### The metal 1 layer, run 1

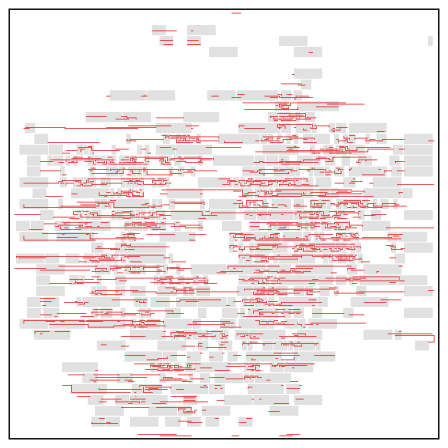
### Met2 routing, run 1

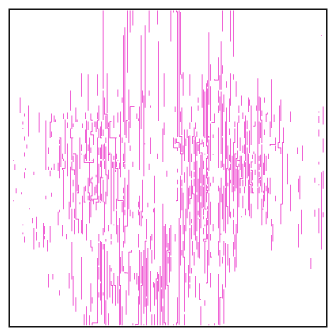
### Met3 routing, run 1

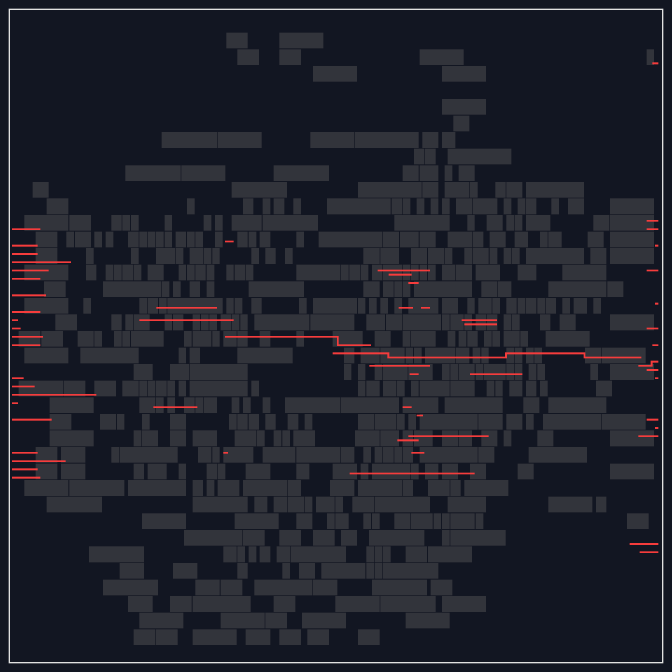
### Sequential cells grouped by signal name, run 1

The bar under the picture is 20 µm long. Other sequential cells in the stronger grey, the rest of the logic in the fainter grey.
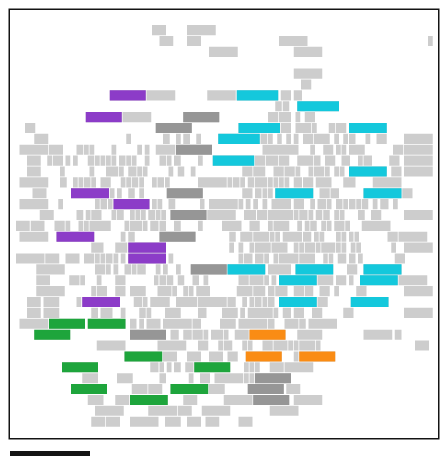
--- src/rtl/fetch_pkg.sv ---
// fetch_pkg: shared opcodes, states and field layout
// for the fetch/sequencing front end.
package fetch_pkg;

  localparam int PC_W_DEF    = 8;
  localparam int INSTR_W_DEF = 9;

  localparam logic [3:0] OP_EQ0  = 4'b0101;
  localparam logic [3:0] OP_JMP  = 4'b1011;
  localparam logic [3:0] OP_HALT = 4'b1110;
  localparam logic [3:0] OP_NOP  = 4'b1111;

  localparam int OPC_HI = 8;
  localparam int OPC_LO = 5;
  localparam int RS1_HI = 4;
  localparam int RS1_LO = 2;
  localparam int FLD_HI = 1;
  localparam int FLD_LO = 0;

  typedef enum logic [2:0] {
    S_IDLE,
    S_FETCH,
    S_ISSUE,
    S_WAIT_BR,
    S_HALTED
  } state_t;

endpackage

--- src/rtl/fetch_sequencer_if.sv ---
// fetch_sequencer_if: imem, decode and branch handshakes
// master = sequencer side, slave = memory/execute side.
interface fetch_sequencer_if #(
  parameter int PC_W    = 8,
  parameter int INSTR_W = 9
);

  logic               imem_req_o;
  logic [PC_W-1:0]    imem_addr_o;
  logic               imem_valid_i;
  logic [INSTR_W-1:0] imem_data_i;
  logic               dec_valid_o;
  logic               dec_ready_i;
  logic [3:0]         opcode_o;
  logic [2:0]         rs1_o;
  logic [1:0]         field_o;
  logic [PC_W-1:0]    pc_o;
  logic               br_valid_i;
  logic               br_taken_i;
  logic [PC_W-1:0]    br_target_i;

  modport master (
    output imem_req_o, imem_addr_o,
    input  imem_valid_i, imem_data_i,
    output dec_valid_o, opcode_o, rs1_o,
    output field_o, pc_o,
    input  dec_ready_i,
    input  br_valid_i, br_taken_i, br_target_i
  );

  modport slave (
    input  imem_req_o, imem_addr_o,
    output imem_valid_i, imem_data_i,
    input  dec_valid_o, opcode_o, rs1_o,
    input  field_o, pc_o,
    output dec_ready_i,
    output br_valid_i, br_taken_i, br_target_i
  );

endinterface

--- src/rtl/fetch_sequencer_fields.sv ---
// instr_fields: slices an instruction and flags control flow.
// Halt decode only exists when FETCH_HALT_EN is defined.
module instr_fields
  import fetch_pkg::*;
#(
  parameter int INSTR_W = INSTR_W_DEF
) (
  input  logic [INSTR_W-1:0] instr,
  output logic [3:0]         opcode,
  output logic [2:0]         rs1,
  output logic [1:0]         field,
  output logic               is_branch,
  output logic               is_halt
);

  assign opcode = instr[OPC_HI:OPC_LO];
  assign rs1    = instr[RS1_HI:RS1_LO];
  assign field  = instr[FLD_HI:FLD_LO];

  assign is_branch = (opcode == OP_EQ0) ||
                     (opcode == OP_JMP);

`ifdef FETCH_HALT_EN
  assign is_halt = (opcode == OP_HALT);
`else
  assign is_halt = 1'b0;
`endif

endmodule

--- src/rtl/fetch_sequencer.sv ---
// fetch_sequencer: PC owner, imem fetch, decode issue, redirect.
// FETCH_HALT_EN enables opcode 4'b1110 as HALT.
module fetch_sequencer
  import fetch_pkg::*;
#(
  parameter int PC_W    = PC_W_DEF,
  parameter int INSTR_W = INSTR_W_DEF,
  parameter int CNT_W   = 16
) (
  input  logic             clk,
  input  logic             reset_n,
  input  logic             start_i,
  input  logic [PC_W-1:0]  start_addr_i,
  fetch_sequencer_if.master bus,
  output logic             busy_o,
  output logic             done_o,
  output logic [CNT_W-1:0] issue_cnt_o
);

  state_t             state_q, state_d;
  logic [PC_W-1:0]    pc_q, pc_inc, dec_pc_q;
  logic [INSTR_W-1:0] instr_q;
  logic [CNT_W-1:0]   cnt_q;
  logic               req_q, req_d;
  logic               dv_q, dv_d;
  logic               busy_q, busy_d;
  logic               done_q, done_d;
  logic               is_branch, is_halt;
  logic               start_ok, fetch_hs;
  logic               issue_hs, br_hs;

  instr_fields #(
    .INSTR_W (INSTR_W)
  ) u_fields (
    .instr     (instr_q),
    .opcode    (bus.opcode_o),
    .rs1       (bus.rs1_o),
    .field     (bus.field_o),
    .is_branch (is_branch),
    .is_halt   (is_halt)
  );

  assign pc_inc   = pc_q + PC_W'(1);
  assign start_ok = start_i &&
                    (state_q == S_IDLE ||
                     state_q == S_HALTED);
  assign fetch_hs = (state_q == S_FETCH) &&
                    bus.imem_valid_i;
  assign issue_hs = (state_q == S_ISSUE) &&
                    bus.dec_ready_i;
  assign br_hs    = (state_q == S_WAIT_BR) &&
                    bus.br_valid_i;

  // State register.
  always_ff @(posedge clk or negedge reset_n) begin
    if (!reset_n) state_q <= S_IDLE;
    else          state_q <= state_d;
  end

  // Next-state sequencing.
  always_comb begin
    state_d = state_q;
    unique case (state_q)
      S_IDLE, S_HALTED: begin
        if (start_i) state_d = S_FETCH;
      end
      S_FETCH: begin
        if (bus.imem_valid_i) state_d = S_ISSUE;
      end
      S_ISSUE: begin
        if (bus.dec_ready_i) begin
          if (is_branch)    state_d = S_WAIT_BR;
          else if (is_halt) state_d = S_HALTED;
          else              state_d = S_FETCH;
        end
      end
      S_WAIT_BR: begin
        if (bus.br_valid_i) state_d = S_FETCH;
      end
      default: state_d = S_IDLE;
    endcase
  end

  // Output decode of the upcoming state, registered below.
  always_comb begin
    req_d  = (state_d == S_FETCH);
    dv_d   = (state_d == S_ISSUE);
    busy_d = (state_d == S_FETCH) ||
             (state_d == S_ISSUE) ||
             (state_d == S_WAIT_BR);
`ifdef FETCH_HALT_EN
    done_d = (state_d == S_HALTED);
`else
    done_d = 1'b0;
`endif
  end

  // Registered handshake/status outputs.
  always_ff @(posedge clk or negedge reset_n) begin
    if (!reset_n) begin
      req_q  <= 1'b0;
      dv_q   <= 1'b0;
      busy_q <= 1'b0;
      done_q <= 1'b0;
    end else begin
      req_q  <= req_d;
      dv_q   <= dv_d;
      busy_q <= busy_d;
      done_q <= done_d;
    end
  end

  // PC, latched instruction and issue counter.
  always_ff @(posedge clk or negedge reset_n) begin
    if (!reset_n) begin
      pc_q     <= '0;
      dec_pc_q <= '0;
      instr_q  <= '0;
      cnt_q    <= '0;
    end else begin
      if (start_ok) begin
        pc_q  <= start_addr_i;
        cnt_q <= '0;
      end
      if (fetch_hs) begin
        instr_q  <= bus.imem_data_i;
        dec_pc_q <= pc_q;
      end
      if (issue_hs) begin
        if (cnt_q != '1) cnt_q <= cnt_q + CNT_W'(1);
        if (!is_branch && !is_halt) pc_q <= pc_inc;
      end
      if (br_hs) begin
        pc_q <= bus.br_taken_i ?
                bus.br_target_i : pc_inc;
      end
    end
  end

  assign bus.imem_req_o  = req_q;
  assign bus.imem_addr_o = pc_q;
  assign bus.dec_valid_o = dv_q;
  assign bus.pc_o        = dec_pc_q;
  assign busy_o          = busy_q;
  assign done_o          = done_q;
  assign issue_cnt_o     = cnt_q;

endmodule

--- src/flat_wrapper.sv ---
// flat-port wrapper written by rule: the top's interface ports become plain ports
module fetch_sequencer_flat import fetch_pkg::*;
#(
  parameter int PC_W    = PC_W_DEF,
  parameter int INSTR_W = INSTR_W_DEF,
  parameter int CNT_W   = 16
)
  (clk, reset_n, start_i, start_addr_i, busy_o, done_o, issue_cnt_o, bus_imem_req_o, bus_imem_addr_o, bus_imem_valid_i, bus_imem_data_i, bus_dec_valid_o, bus_opcode_o, bus_rs1_o, bus_field_o, bus_pc_o, bus_dec_ready_i, bus_br_valid_i, bus_br_taken_i, bus_br_target_i);
  fetch_sequencer_if #(.PC_W(PC_W), .INSTR_W(INSTR_W)) bus_i ();
  input  logic clk;
  input  logic reset_n;
  input  logic start_i;
  input  logic [PC_W-1:0] start_addr_i;
  output logic busy_o;
  output logic done_o;
  output logic [CNT_W-1:0] issue_cnt_o;
  output wire logic [$bits(bus_i.imem_req_o)-1:0] bus_imem_req_o;
  output wire logic [$bits(bus_i.imem_addr_o)-1:0] bus_imem_addr_o;
  input wire logic [$bits(bus_i.imem_valid_i)-1:0] bus_imem_valid_i;
  input wire logic [$bits(bus_i.imem_data_i)-1:0] bus_imem_data_i;
  output wire logic [$bits(bus_i.dec_valid_o)-1:0] bus_dec_valid_o;
  output wire logic [$bits(bus_i.opcode_o)-1:0] bus_opcode_o;
  output wire logic [$bits(bus_i.rs1_o)-1:0] bus_rs1_o;
  output wire logic [$bits(bus_i.field_o)-1:0] bus_field_o;
  output wire logic [$bits(bus_i.pc_o)-1:0] bus_pc_o;
  input wire logic [$bits(bus_i.dec_ready_i)-1:0] bus_dec_ready_i;
  input wire logic [$bits(bus_i.br_valid_i)-1:0] bus_br_valid_i;
  input wire logic [$bits(bus_i.br_taken_i)-1:0] bus_br_taken_i;
  input wire logic [$bits(bus_i.br_target_i)-1:0] bus_br_target_i;
  assign bus_imem_req_o = bus_i.imem_req_o;
  assign bus_imem_addr_o = bus_i.imem_addr_o;
  assign bus_i.imem_valid_i = bus_imem_valid_i;
  assign bus_i.imem_data_i = bus_imem_data_i;
  assign bus_dec_valid_o = bus_i.dec_valid_o;
  assign bus_opcode_o = bus_i.opcode_o;
  assign bus_rs1_o = bus_i.rs1_o;
  assign bus_field_o = bus_i.field_o;
  assign bus_pc_o = bus_i.pc_o;
  assign bus_i.dec_ready_i = bus_dec_ready_i;
  assign bus_i.br_valid_i = bus_br_valid_i;
  assign bus_i.br_taken_i = bus_br_taken_i;
  assign bus_i.br_target_i = bus_br_target_i;
  fetch_sequencer #(.PC_W(PC_W), .INSTR_W(INSTR_W), .CNT_W(CNT_W)) u_core (.clk(clk), .reset_n(reset_n), .start_i(start_i), .start_addr_i(start_addr_i), .bus(bus_i), .busy_o(busy_o), .done_o(done_o), .issue_cnt_o(issue_cnt_o));
endmodule
--- config.mk ---
export PLATFORM = sky130hd
export DESIGN_NAME = fetch_sequencer_flat
export DESIGN_NICKNAME = d
export VERILOG_FILES = /design/src/rtl/fetch_pkg.sv /design/src/rtl/fetch_sequencer_if.sv /design/src/rtl/fetch_sequencer_fields.sv /design/src/rtl/fetch_sequencer.sv /design/src/flat_wrapper.sv
export SDC_FILE = /design/constraint.sdc
export NUM_CORES = 1
export LEC_CHECK = 0
export ABC_AREA = 1
export CORE_UTILIZATION = 25
export CTS_CLUSTER_DIAMETER = 60
export DETAILED_ROUTE_END_ITERATION = 6
export SLEW_MARGIN = 20
export SYNTH_ARGS = -nofsm -noshare
export SYNTH_HDL_FRONTEND = slang
export SYNTH_SLANG_ARGS = --single-unit
export TNS_END_PERCENT = 30
--- constraint.sdc ---
create_clock -name clk -period 1.34 [get_ports clk]
set_clock_uncertainty 0.05 [all_clocks]
set_input_delay 0.134 -clock clk [delete_from_list [all_inputs] [get_ports clk]]
set_output_delay 0.134 -clock clk [all_outputs]
set_load 0.1 [all_outputs]
==> metrics.sh, run 1 <==
SYNTH_CHIP_AREA_UM2=2758
CTS.CLK_SLEW.WORST_PATHS_NS=0.09
POST_ROUTE_CELLS_DRIVE_ABOVE_1_SHARE_PCT=40.59
SLEW_VIOLATIONS=0
CELL_FAMILY_WITH_THE_LARGEST_SHARE_OF_CRITICAL_PATH_DELAY='flip-flops'
DR.FIRST_ITER.DRC_COUNT=98
POST-ROUTE-WORST-SETUP-SLACK_NS=-0.2111
SYNTH.TOP_CELLS.BY_COUNT='nand2_1 (118), dfrtp_1 (47), inv_1 (45), nand3_1 (31), nor2_1 (28)'
CLK-POWER_mW=0.955
SH_SEQ_AREA_PCT=24.96
SYNTH.NET_COUNT=404
GPL.FINAL_WEIGHTED_CONGESTION=0.8189
DESIGN_POWER_TOTAL_mW=11.62
MAXCAPVIOLCOUNT=0
R2R_SLACK_NS=-0.21
PLACEABLECOREAREA_UM2=10510
POWER.SWITCHING_mW=6.278
FINALCRITPERIODSHARE_PCT=115.8
AREA_SHARE_CLOCK_BUF_INV_PCT=1.946
ADDER_SHARE_PCT=0.9074
CTS_BUFFERS=5
LARGESTCLASSBYAREA='buffers'
ANTENNA_VIOLATIONS_BEFORE_REPAIR=0
MOSTFREQUENTLAYOUTCELL='nand2_1'
NUM-FILL-CELLS=977
AREA_GROWTH_PCT=77.22
SYNTHMUXAREASHARE_PCT=2.858
GR-TOTAL-OVERFLOW=0
UNREPAIRED_SETUP_ENDPOINTS_AFTER_GLOBAL_ROUTING='true'
SYNTHDOMINANTAREACELLTYPE='dfrtp_1'
FINAL_CELLS=641
PLACED_INSTANCE_COUNT=626
TIMING.FINAL.SETUP_VIOLATIONS=24
POST-ROUTE-DRC-COUNT=0
PORT_BUFFERS=75
FINAL_NETS=538
CTS_RESIZED=22
TOP_POWER_GROUP='combinational cells'
MOSTFREQUENTLAYOUTCELLS='nand2_1 (110), buf_4 (51), buf_12 (46)'
CHIP_AREA_UM2=11450
POSTSYNTHSEQSHARE_PCT=42.65
GRT_PASS1_VIAS=2841
ROWS=37
YOSYSTOPAREACELLSHARE_PCT=42.65
AVGSYNTHCELLAREA_UM2=7.453
WL_MET2_UM=4319
WL_PER_CELL_UM=13.04
FIN_SETUP_TNS_NS=-2.681
CTS.PATH.MAX_BUFFERS=2
YOSYSCELLCOUNT=370
ANTENNA-DIODE-COUNT=0
SYNTH.CELL_AREA_UM2=2758
R2R_START='u_core.issue_cnt_o[0]'
LAYOUT_INVERTER_COUNT_WITHOUT_THE_CLOCK_TREE=50
CTS_TREE='yes'
MET3ROUTEDLENGTH_UM=321
HOLD_CLASS='primary input to asynchronous set/reset pin'
LEVEL_COUNT_OF_THE_CLOCK_H_TREE=2
OUTCOME='complete, but fails checks'
CRITICAL_PATH_PEAK_FANOUT=4
WORST_EP_REQUIRED_TIME_NS=1.49
DIE_W_UM=107.0
MULTI_INPUT_COMB_CELLS=264
CRITPATHBUFINV=2
CLOCK.LATENCY.LATE_PIN_NS=0.31
POSTSYNTHCELLCOUNT=370
TIMING.FMAX_MHz=644.7
SHARE_SEQ_OF_TOTAL_POWER_PCT=21.7
CRITICAL_PATH.ENDPOINT='u_core.issue_cnt_o[8]'
DR.MAX_LAYER_USED='met4'
WORST-ENDPOINT-ARRIVAL_NS=1.70
LAYOUT.CELL_AREA.NON_FILLER_UM2=4887
POWER.LEAKAGE_nW=2.294
CRITICAL-PATH-SLOWEST-CELL='dfrtp_4'
P_SW_SHARE_PCT=54.05
MULTI_INPUT_COMB_AREA_UM2=1505
SYNTH_TOP_CELL_BY_COUNT='nand2_1'
TRITONCTS_NUM_SINKS=47
CTS_HOLD_REPAIR.BUFFERS=1
IRDROPWORSTVDD_mV=1.733
IO_PINS=77
MET1WIRELENGTH_UM=3604
SHARE_OF_POWER_BURNED_IN_THE_CLOCK_NETWORK_PCT=8.2
ROUTED_VIA_DENSITY=4.443
FLOORPLANUTILIZATION_PCT=26.24
WORSTSETUPPATHTYPE='register to register'
PATH_COMMON_CELL='nand2_4'
YS_TYPES=32
GRT_MAX_DEGREE=39
VIOLATIONS_IN_THE_FINAL_REPORTS='negative setup slack'
SETUP.WORST_PATH.START_CLASS='register'
DPL.HPWL_UM=6186
BUFFERS=136
FIN_HOLD_WS_NS=0.1909
GROUTE.USAGE.OVERALL_PCT=15.08
TIMING.FINAL.HOLD_VIOLATIONS=0
WIRE_LENGTH_OF_THE_FIRST_GLOBAL_ROUTING_PASS_UM=13640
SYNTH.YOSYS.WARNINGS=0
COMB_AREA_SHARE_PCT=30.80
PG_COMB_mW=8.14
TOOL_WARNINGS=29
GRT.BUSIEST_LAYER='met2'
P_INT_mW=5.338
PERIOD_NEEDED_NS=1.551
CTS_ROOT_BUFFER='clkbuf_8'
YS_SEQ_ELEMENTS=47
POWER_DENSITY_nW_PER_UM2=2377
TOPCELLSBYAREA='dfrtp_1 (43%), nand2_1 (16%), inv_1 (6.1%), nand3_1 (5.6%), nor2_1 (3.8%)'
POSTROUTEANTENNANETS=0
AREA_TAKEN_BY_FLIP_FLOPS_AND_LATCHES_UM2=1220
Back to the opening pictures, 'The metal 1 layer':
wire length on this layer: 3600 µm
nets with wire on the layer: 484
main direction: horizontal
via count: 2848
global-route track usage on met1: 18.59%
total detailed-routing wirelength: 8360 µm

Back to the opening pictures, 'Met2 routing':
main direction: vertical
wire length on this layer: 4320 µm
global-route met2 utilization: 26.91%

Back to the opening pictures, 'Met3 routing':
main direction: horizontal
share of all routed wire: 3.8%
wire length on this layer: 321 µm
M3 GR Usage: 2.492%

Back to the opening pictures, 'Sequential cells grouped by signal name':
| colour | signal | flops |
|---|---|---|
| purple | `u_core.bus.imem_addr_o` | 8 |
| green | `u_core.instr_q` | 9 |
| orange | `u_core.state_q` | 3 |
| cyan | `u_core.issue_cnt_o` | 16 |
Core Util, Final: 46.51%
power in sequential cells: 2.52 mW

### Routing congestion map, run 1

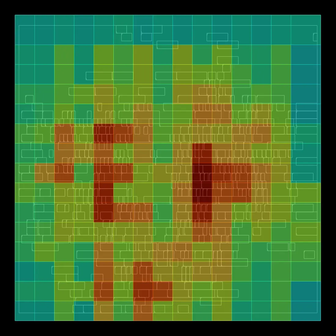

==> run 2: changes to the inputs <==
--- a/config.mk
+++ b/config.mk
@@ -13,4 +13,4 @@
 export SYNTH_ARGS = -nofsm -noshare
 export SYNTH_HDL_FRONTEND = slang
 export SYNTH_SLANG_ARGS = --single-unit
-export TNS_END_PERCENT = 30
+export TNS_END_PERCENT = 10
### Routing congestion map, run 2

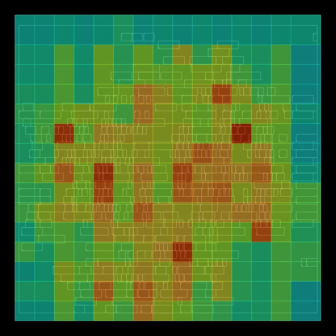
Top Usage Layer GRT: met2
global-route met2 utilization: 25.02%
Core Util, Final: 45.21%
routed length per instance: 12.23 µm

### The metal 1 layer, run 2

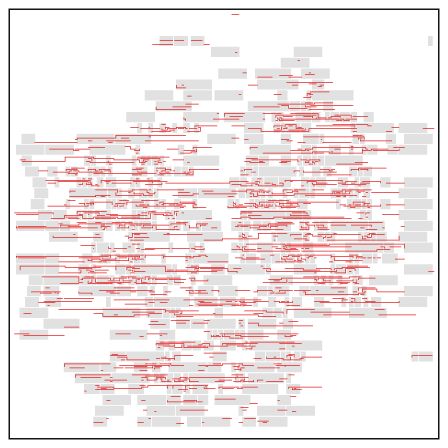
longest straight run: 26.7 µm
main direction: horizontal
wire length on this layer: 3480 µm
nets with wire on the layer: 456
global-route track usage on met1: 18.25%
total detailed-routing wirelength: 7753 µm
via count: 2759

### Met2 routing, run 2

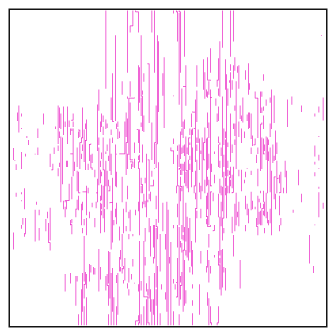
wire length on this layer: 3920 µm
nets with wire on the layer: 432

==> run 2 against run 1 <==
The flow still finishes with violations (negative setup slack). First-iteration DRC count down 7.1%. Largest cell class unchanged. Die size unchanged. Via count down 3.1%. Power down 2.1%. Critical endpoint unchanged. Routed wire length down 7.3%. Highest routed layer unchanged. Core utilization down 1.3 points. Clock power down 5.4%. Worst setup slack better by 0.0048 ns. Register-to-register slack about the same. Worst hold slack better by 0.046 ns. Critical path type unchanged. Clock-buffer cell count unchanged. Area after synthesis unchanged.
==> metrics.sh, run 2 <==
OUTCOME='complete, but fails checks'  # unchanged
VIOLATIONS_IN_THE_FINAL_REPORTS='negative setup slack'  # unchanged
AREA_TAKEN_BY_FLIP_FLOPS_AND_LATCHES_UM2=1220  # unchanged
ANTENNA-DIODE-COUNT=0  # unchanged
FINALCRITPERIODSHARE_PCT=115.4  # was 115.8%
PLACEDINSTANCEAREA_UM2=4521  # was 4563 µm²
R2R_START='u_core.issue_cnt_o[0]'  # unchanged
UNREPAIRED_SETUP_ENDPOINTS_AFTER_GLOBAL_ROUTING='true'  # unchanged
GRT_MAX_DEGREE=24  # was 39
CLOCK.LATENCY.LATE_PIN_NS=0.30  # was 0.31 ns
SYNTH.CELL_AREA_UM2=2758  # unchanged
NFLOPSANDLATCHES=47  # unchanged
SYNTH.TOP_CELLS.BY_COUNT='nand2_1 (118), dfrtp_1 (47), inv_1 (45), nand3_1 (31), nor2_1 (28)'  # unchanged
SHARE_OF_POWER_BURNED_IN_THE_CLOCK_NETWORK_PCT=7.9  # was 8.2%
TOPCOMBFAMILYBYAREA='simple AND/OR/NAND/NOR gates'  # unchanged
DR.MAX_LAYER_USED='met4'  # unchanged
R2R_SLACK_NS=-0.21  # about the same
POST-PLACE-WS_NS=-0.2360  # was -0.2197 ns
NUMBER_OF_ENABLE_TYPE_REGISTER_CELLS_IN_THE_SYNTHESIZED_NETLIST=0  # unchanged
ROUTED_VIA_DENSITY=4.352  # was 4.443
MOSTFREQUENTLAYOUTCELLS='nand2_1 (113), buf_4 (47), buf_12 (45)'  # was nand2_1 (110), buf_4 (51), buf_12 (46)
DR.FIRST_ITER.DRC_COUNT=91  # was 98
ASYNC_FLOP_SHARE_PCT=100.0  # unchanged
ANTENNA_VIOLATIONS_BEFORE_REPAIR=0  # unchanged
CTS.CLK_SLEW.WORST_PATHS_NS=0.09  # about the same
WL_MET2_UM=3922  # was 4319 µm
CHIPHEIGHT_UM=107.0  # unchanged
AREA_GROWTH_PCT=72.28  # was 77.22%
POSTSYNTHSEQSHARE_PCT=42.65  # unchanged
MET3ROUTEDLENGTH_UM=278  # was 321 µm
WORST-ENDPOINT-ARRIVAL_NS=1.68  # was 1.70 ns
SETUP.WORST_PATH.START_CLASS='register'  # unchanged
GROUTE.USAGE.OVERALL_PCT=14.40  # was 15.08%
DESIGN_POWER_TOTAL_mW=11.37  # was 11.62 mW
POWER.SWITCHING_mW=6.144  # was 6.278 mW
R2R_CELLS=10  # unchanged
SYNTH_CHIP_AREA_UM2=2758  # unchanged
LAYOUT_INVERTER_COUNT_WITHOUT_THE_CLOCK_TREE=50  # unchanged
POSTROUTEANTENNANETS=0  # unchanged
IRDROPWORSTVDD_mV=1.748  # was 1.733 mV
SYNTHDOMINANTAREACELLTYPE='dfrtp_1'  # unchanged
SH_SEQ_AREA_PCT=25.68  # was 24.96%
POWER.LEAKAGE_nW=2.267  # was 2.294 nW
FIN_HOLD_WS_NS=0.2371  # was 0.1909 ns
FINAL_NETS=531  # was 538
MOSTFREQUENTLAYOUTCELL='nand2_1'  # unchanged
P_SW_SHARE_PCT=54.03  # was 54.05%
FINAL_CELLS=634  # was 641
PATH_COMMON_CELL='nand2_4'  # unchanged
PLACED_INSTANCE_COUNT=623  # was 626
ADDER_SHARE_PCT=0.9074  # unchanged
PERIOD_NEEDED_NS=1.546  # was 1.551 ns
COMB_AREA_SHARE_PCT=30.26  # was 30.80%
AVGSYNTHCELLAREA_UM2=7.453  # unchanged
SYNTHMUXAREASHARE_PCT=2.858  # unchanged
POST-ROUTE-WORST-SETUP-SLACK_NS=-0.2064  # was -0.2111 ns
SYNTH.NET_COUNT=404  # unchanged
CTS.PATH.MAX_BUFFERS=2  # unchanged
PG_COMB_mW=7.94  # was 8.14 mW
LAYOUT.BUFFER.NONCLOCK.AREA_SHARE_PCT=34.45  # was 34.82%
LAYOUT.CELL_AREA.NON_FILLER_UM2=4751  # was 4887 µm²
TIMING.FMAX_MHz=646.7  # was 644.7 MHz
TOPCELLSBYAREA='dfrtp_1 (43%), nand2_1 (16%), inv_1 (6.1%), nand3_1 (5.6%), nor2_1 (3.8%)'  # unchanged
GRT_PASS1_VIAS=2676  # was 2841
SYNTHAOIAREAFRAC_PCT=7.305  # unchanged
WORSTSETUPPATHTYPE='register to register'  # unchanged
GPL.FINAL_WEIGHTED_CONGESTION=0.8364  # was 0.8189
P_INT_mW=5.228  # was 5.338 mW
CP_NUM_CELLS=10  # unchanged
DRT_PRE_ANTENNA_ITERS=4  # unchanged
YS_TYPES=32  # unchanged
MET1WIRELENGTH_UM=3483  # was 3604 µm
CTS_BUFFERS=5  # unchanged
CRITICAL_PATH.ENDPOINT='u_core.issue_cnt_o[8]'  # unchanged
CRITPATHBUFINV=2  # unchanged
MULTI_INPUT_COMB_CELLS=263  # was 264
TRITONCTS_NUM_SINKS=47  # unchanged
GR-TOTAL-OVERFLOW=0  # unchanged
WIRE_LENGTH_OF_THE_FIRST_GLOBAL_ROUTING_PASS_UM=13060  # was 13640 µm
SYNTHFLOPTYPE='dfrtp_1'  # unchanged
PLACEABLECOREAREA_UM2=10510  # unchanged
CHIP_AREA_UM2=11450  # unchanged
REGTOREGENDPOINT='u_core.issue_cnt_o[8]'  # unchanged
CELL_FAMILY_WITH_THE_LARGEST_SHARE_OF_CRITICAL_PATH_DELAY='flip-flops'  # unchanged
TOOL_WARNINGS=29  # unchanged
CTS_TREE='yes'  # unchanged
CTS_ROOT_BUFFER='clkbuf_8'  # unchanged
CRITICAL-PATH-SLOWEST-CELL='dfrtp_4'  # unchanged
MAXCAPVIOLCOUNT=0  # unchanged
POWER_FRAC_COMB_PCT=69.8  # was 70.1%
FLOORPLANUTILIZATION_PCT=26.24  # unchanged
FIN_SETUP_TNS_NS=-2.836  # was -2.681 ns
SYNTH-XOR-AREA-SHARE_PCT=2.858  # unchanged
LEVEL_COUNT_OF_THE_CLOCK_H_TREE=2  # unchanged
POST_ROUTE_CELLS_DRIVE_ABOVE_1_SHARE_PCT=37.55  # was 40.59%
WORST_EP_REQUIRED_TIME_NS=1.48  # was 1.49 ns
CRIT_PATH_CELL_TRACE='ha_4, nand2_4, nor2_4, buf_4, nand2_4, inv_4, nand2_4, nor2_2, o21ai_1, nand2_1'  # was ha_4, nand2_4, nor2_4, buf_4, nand2_4, inv_4, nand2_4, nor2_4, o21ai_1, nand2_1
HOLD_CLASS='primary input to asynchronous set/reset pin'  # unchanged
DIE_W_UM=107.0  # unchanged
NUM-FILL-CELLS=1000  # was 977
TOP_POWER_GROUP='combinational cells'  # unchanged
SLEW_VIOLATIONS=0  # unchanged
YS_SEQ_ELEMENTS=47  # unchanged
SHARE_SEQ_OF_TOTAL_POWER_PCT=22.2  # was 21.7%
WORST_SETUP_PATH_STARTPOINT='u_core.issue_cnt_o[0]'  # unchanged
CRITICAL-PATH-MAX-STAGE-DELAY_NS=0.51  # about the same
POST-ROUTE-DRC-COUNT=0  # unchanged
BUFFERS=130  # was 136
AREA_SHARE_CLOCK_BUF_INV_PCT=1.923  # was 1.946%
TIMING.FINAL.HOLD_VIOLATIONS=0  # unchanged
YOSYSCELLCOUNT=370  # unchanged
CTS_HOLD_REPAIR.BUFFERS=1  # unchanged
N_TAP_CELL=136  # unchanged
LARGEST_REGISTER_FFS=16  # unchanged
DPL.HPWL_UM=6219  # was 6186 µm
POSTSYNTHCELLCOUNT=370  # unchanged
GRT.MET3_USAGE_PCT=2.492  # unchanged
ROWS=37  # unchanged
IO_PINS=77  # unchanged
CLK-POWER_mW=0.903  # was 0.955 mW
CRITICAL_PATH.ENDPOINT_TYPE='register'  # unchanged
SEQ_CELL_POWER_mW=2.53  # was 2.52 mW
SIMPLE_GATE_AREA_SHARE_PCT=34.21  # unchanged
SYNTH.YOSYS.WARNINGS=0  # unchanged
NUM-CLOCK-BUFFERS=7  # unchanged
PORT_BUFFERS=75  # unchanged
TIMING.FINAL.SETUP_VIOLATIONS=26  # was 24
LARGESTCLASSBYAREA='buffers'  # unchanged
CTS_RESIZED=16  # was 22
YOSYSTOPAREACELLSHARE_PCT=42.65  # unchanged
SYNTH_TOP_CELL_BY_COUNT='nand2_1'  # unchanged
POWER_DENSITY_nW_PER_UM2=2394  # was 2377 nW/µm²
MULTI_INPUT_COMB_AREA_UM2=1438  # was 1505 µm²
POST_CTS.REPAIR.SETUP_BUFFERS=0  # was 2
CRITICAL_PATH_PEAK_FANOUT=4  # unchanged
### Sequential cells grouped by signal name, run 2

The bar under the picture is 20 µm long. Other sequential cells in the stronger grey, the rest of the logic in the fainter grey.
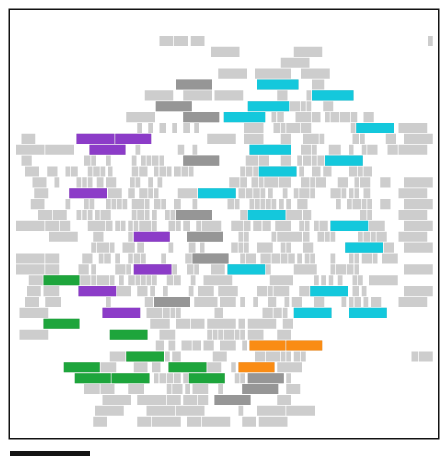

==> run 3: changes to the inputs <==
--- a/config.mk
+++ b/config.mk
@@ -6,6 +6,8 @@
 export NUM_CORES = 1
 export LEC_CHECK = 0
 export ABC_AREA = 1
+export CORE_ASPECT_RATIO = 0.7
+export CORE_MARGIN = 1.5
 export CORE_UTILIZATION = 25
 export CTS_CLUSTER_DIAMETER = 60
 export DETAILED_ROUTE_END_ITERATION = 6
### Sequential cells grouped by signal name, run 3

The bar under the picture is 50 µm long. Other sequential cells in the stronger grey, the rest of the logic in the fainter grey.
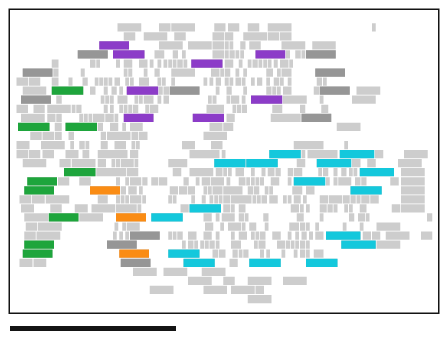
Core Util, Final: 45.73%
power in sequential cells: 2.54 mW
area taken by flip-flops and latches: 1220 µm²

### Routing congestion map, run 3

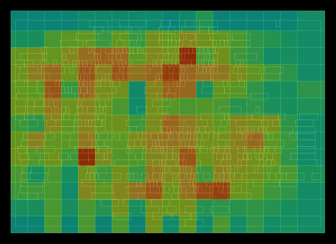
routed length per instance: 12.52 µm
global-route track usage on met1: 20.89%
global-route met2 utilization: 20.92%
M3 GR Usage: 4.384%
global-route usage over all layers: 14.30%

==> run 3 against run 2 <==
The run still ends with negative setup slack left. Via count increased by 1.1%. Sequential share of layout area decreased by 0.39 points. Register-to-register slack about the same. Fmax about the same. Synthesized cell count unchanged. Critical path depth unchanged. Power increased by 4.0%. Core utilization increased by 0.52 points. Critical path type unchanged. Largest power group unchanged.
==> metrics.sh, run 3 <==
NUM-CLOCK-BUFFERS=5  # was 7
SYNTHFLOPTYPE='dfrtp_1'  # unchanged
SH_SEQ_AREA_PCT=25.29  # was 25.68%
WIRE_LENGTH_OF_THE_FIRST_GLOBAL_ROUTING_PASS_UM=13380  # was 13060 µm
CHIPHEIGHT_UM=90.87  # was 107.0 µm
YS_TYPES=32  # unchanged
CRITICAL-PATH-MAX-STAGE-DELAY_NS=0.44  # was 0.51 ns
MET3ROUTEDLENGTH_UM=561  # was 278 µm
PORT_BUFFERS=75  # unchanged
ADDER_SHARE_PCT=0.9074  # unchanged
MOSTFREQUENTLAYOUTCELLS='nand2_1 (110), buf_12 (47), buf_4 (44)'  # was nand2_1 (113), buf_4 (47), buf_12 (45)
MAXCAPVIOLCOUNT=0  # unchanged
POSTSYNTHSEQSHARE_PCT=42.65  # unchanged
GPL.FINAL_WEIGHTED_CONGESTION=0.8551  # was 0.8364
TOOL_WARNINGS=29  # unchanged
HOLD_CLASS='primary input to asynchronous set/reset pin'  # unchanged
SYNTH.TOP_CELLS.BY_COUNT='nand2_1 (118), dfrtp_1 (47), inv_1 (45), nand3_1 (31), nor2_1 (28)'  # unchanged
NUMBER_OF_ENABLE_TYPE_REGISTER_CELLS_IN_THE_SYNTHESIZED_NETLIST=0  # unchanged
POST_ROUTE_CELLS_DRIVE_ABOVE_1_SHARE_PCT=38.18  # was 37.55%
LARGEST_REGISTER_FFS=16  # unchanged
POST-ROUTE-DRC-COUNT=0  # unchanged
CHIP_AREA_UM2=11680  # was 11450 µm²
WORST-ENDPOINT-ARRIVAL_NS=1.68  # about the same
CRITICAL_PATH.ENDPOINT='u_core.issue_cnt_o[11]'  # was u_core.issue_cnt_o[8]
LAYOUT.CELL_AREA.NON_FILLER_UM2=4825  # was 4751 µm²
SHARE_OF_POWER_BURNED_IN_THE_CLOCK_NETWORK_PCT=10.5  # was 7.9%
FINAL_NETS=528  # was 531
R2R_SLACK_NS=-0.21  # about the same
CLOCK.LATENCY.LATE_PIN_NS=0.29  # was 0.30 ns
SYNTH_TOP_CELL_BY_COUNT='nand2_1'  # unchanged
TOP_POWER_GROUP='combinational cells'  # unchanged
ROWS=31  # was 37
WORST_EP_REQUIRED_TIME_NS=1.47  # was 1.48 ns
DR.FIRST_ITER.DRC_COUNT=147  # was 91
BUFFERS=126  # was 130
N_TAP_CELL=148  # was 136
PLACED_INSTANCE_COUNT=632  # was 623
CTS_ROOT_BUFFER='clkbuf_16'  # was clkbuf_8
PERIOD_NEEDED_NS=1.545  # was 1.546 ns
OUTCOME='complete, but fails checks'  # unchanged
PG_COMB_mW=8.04  # was 7.94 mW
POST-PLACE-WS_NS=-0.2255  # was -0.2360 ns
YS_SEQ_ELEMENTS=47  # unchanged
POWER.SWITCHING_mW=6.263  # was 6.144 mW
TIMING.FINAL.SETUP_VIOLATIONS=23  # was 26
SLEW_VIOLATIONS=0  # unchanged
POSTSYNTHCELLCOUNT=370  # unchanged
COMB_AREA_SHARE_PCT=30.37  # was 30.26%
CTS_HOLD_REPAIR.BUFFERS=1  # unchanged
TOPCELLSBYAREA='dfrtp_1 (43%), nand2_1 (16%), inv_1 (6.1%), nand3_1 (5.6%), nor2_1 (3.8%)'  # unchanged
FLOORPLANUTILIZATION_PCT=26.14  # was 26.24%
POWER.LEAKAGE_nW=2.264  # was 2.267 nW
LAYOUT.BUFFER.NONCLOCK.AREA_SHARE_PCT=33.58  # was 34.45%
YOSYSCELLCOUNT=370  # unchanged
GR-TOTAL-OVERFLOW=0  # unchanged
POWER_FRAC_COMB_PCT=68.0  # was 69.8%
POSTROUTEANTENNANETS=0  # unchanged
NUM-FILL-CELLS=1057  # was 1000
CTS_TREE='yes'  # unchanged
TRITONCTS_NUM_SINKS=47  # unchanged
GRT_MAX_DEGREE=48  # was 24
IRDROPWORSTVDD_mV=1.829  # was 1.748 mV
P_INT_mW=5.560  # was 5.228 mW
SYNTH.CELL_AREA_UM2=2758  # unchanged
GRT.BUSIEST_LAYER='met2'  # unchanged
IO_PINS=77  # unchanged
CELL_FAMILY_WITH_THE_LARGEST_SHARE_OF_CRITICAL_PATH_DELAY='simple AND/OR/NAND/NOR gates'  # was flip-flops
LAYOUT_INVERTER_COUNT_WITHOUT_THE_CLOCK_TREE=50  # unchanged
DESIGN_POWER_TOTAL_mW=11.82  # was 11.37 mW
CRITPATHBUFINV=1  # was 2
MULTI_INPUT_COMB_AREA_UM2=1465  # was 1438 µm²
ROUTED_VIA_DENSITY=4.337  # was 4.352
MULTI_INPUT_COMB_CELLS=264  # was 263
SYNTH_CHIP_AREA_UM2=2758  # unchanged
R2R_START='u_core.issue_cnt_o[0]'  # unchanged
POWER_DENSITY_nW_PER_UM2=2450  # was 2394 nW/µm²
POST-ROUTE-WORST-SETUP-SLACK_NS=-0.2054  # was -0.2064 ns
MET1WIRELENGTH_UM=3885  # was 3483 µm
SYNTH.YOSYS.WARNINGS=0  # unchanged
SYNTHDOMINANTAREACELLTYPE='dfrtp_1'  # unchanged
POST_CTS.REPAIR.SETUP_BUFFERS=0  # unchanged
ANTENNA_VIOLATIONS_BEFORE_REPAIR=0  # unchanged
WL_MET2_UM=3542  # was 3922 µm
CTS_BUFFERS=5  # unchanged
NFLOPSANDLATCHES=47  # unchanged
CRITICAL_PATH_PEAK_FANOUT=6  # was 4
DIE_W_UM=128.5  # was 107.0 µm
PLACEDINSTANCEAREA_UM2=4538  # was 4521 µm²
R2R_CELLS=10  # unchanged
LEVEL_COUNT_OF_THE_CLOCK_H_TREE=2  # unchanged
CTS.PATH.MAX_BUFFERS=2  # unchanged
AREA_GROWTH_PCT=74.95  # was 72.28%
CLK-POWER_mW=1.25  # was 0.903 mW
LARGESTCLASSBYAREA='buffers'  # unchanged
FINAL_CELLS=643  # was 634
P_SW_SHARE_PCT=52.97  # was 54.03%
CRITICAL_PATH.ENDPOINT_TYPE='register'  # unchanged
ASYNC_FLOP_SHARE_PCT=100.0  # unchanged
WORSTSETUPPATHTYPE='register to register'  # unchanged
SYNTH.NET_COUNT=404  # unchanged
SIMPLE_GATE_AREA_SHARE_PCT=34.21  # unchanged
TIMING.FINAL.HOLD_VIOLATIONS=0  # unchanged
SYNTHMUXAREASHARE_PCT=2.858  # unchanged
AVGSYNTHCELLAREA_UM2=7.453  # unchanged
FINALCRITPERIODSHARE_PCT=115.3  # was 115.4%
SETUP.WORST_PATH.START_CLASS='register'  # unchanged
ANTENNA-DIODE-COUNT=0  # unchanged
GRT_PASS1_VIAS=2798  # was 2676
PLACEABLECOREAREA_UM2=10550  # was 10510 µm²
CRITICAL-PATH-SLOWEST-CELL='dfrtp_4'  # unchanged
AREA_SHARE_CLOCK_BUF_INV_PCT=2.982  # was 1.923%
CTS_RESIZED=15  # was 16
TOPCOMBFAMILYBYAREA='simple AND/OR/NAND/NOR gates'  # unchanged
DPL.HPWL_UM=6198  # was 6219 µm
YOSYSTOPAREACELLSHARE_PCT=42.65  # unchanged
TIMING.FMAX_MHz=647.1  # was 646.7 MHz
FIN_HOLD_WS_NS=0.3140  # was 0.2371 ns
CTS.CLK_SLEW.WORST_PATHS_NS=0.07  # was 0.09 ns
SYNTHAOIAREAFRAC_PCT=7.305  # unchanged
WORST_SETUP_PATH_STARTPOINT='u_core.issue_cnt_o[0]'  # unchanged
CP_NUM_CELLS=10  # unchanged
VIOLATIONS_IN_THE_FINAL_REPORTS='negative setup slack'  # unchanged
FIN_SETUP_TNS_NS=-2.864  # was -2.836 ns
REGTOREGENDPOINT='u_core.issue_cnt_o[11]'  # was u_core.issue_cnt_o[8]
CRIT_PATH_CELL_TRACE='ha_4, nand2_4, nor2_4, nand3_4, nand2_4, nand2_8, nand2_2, nand2_1, nand2_1, inv_1'  # was ha_4, nand2_4, nor2_4, buf_4, nand2_4, inv_4, nand2_4, nor2_2, o21ai_1, nand2_1
MOSTFREQUENTLAYOUTCELL='nand2_1'  # unchanged
UNREPAIRED_SETUP_ENDPOINTS_AFTER_GLOBAL_ROUTING='true'  # unchanged
SHARE_SEQ_OF_TOTAL_POWER_PCT=21.5  # was 22.2%
SYNTH-XOR-AREA-SHARE_PCT=2.858  # unchanged
DRT_PRE_ANTENNA_ITERS=4  # unchanged
DR.MAX_LAYER_USED='met4'  # unchanged
### Met2 routing, run 3

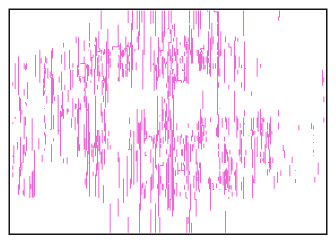
via count: 2789
total detailed-routing wirelength: 8051 µm

No activity file was given, so power comes from the tool's default toggle rates.
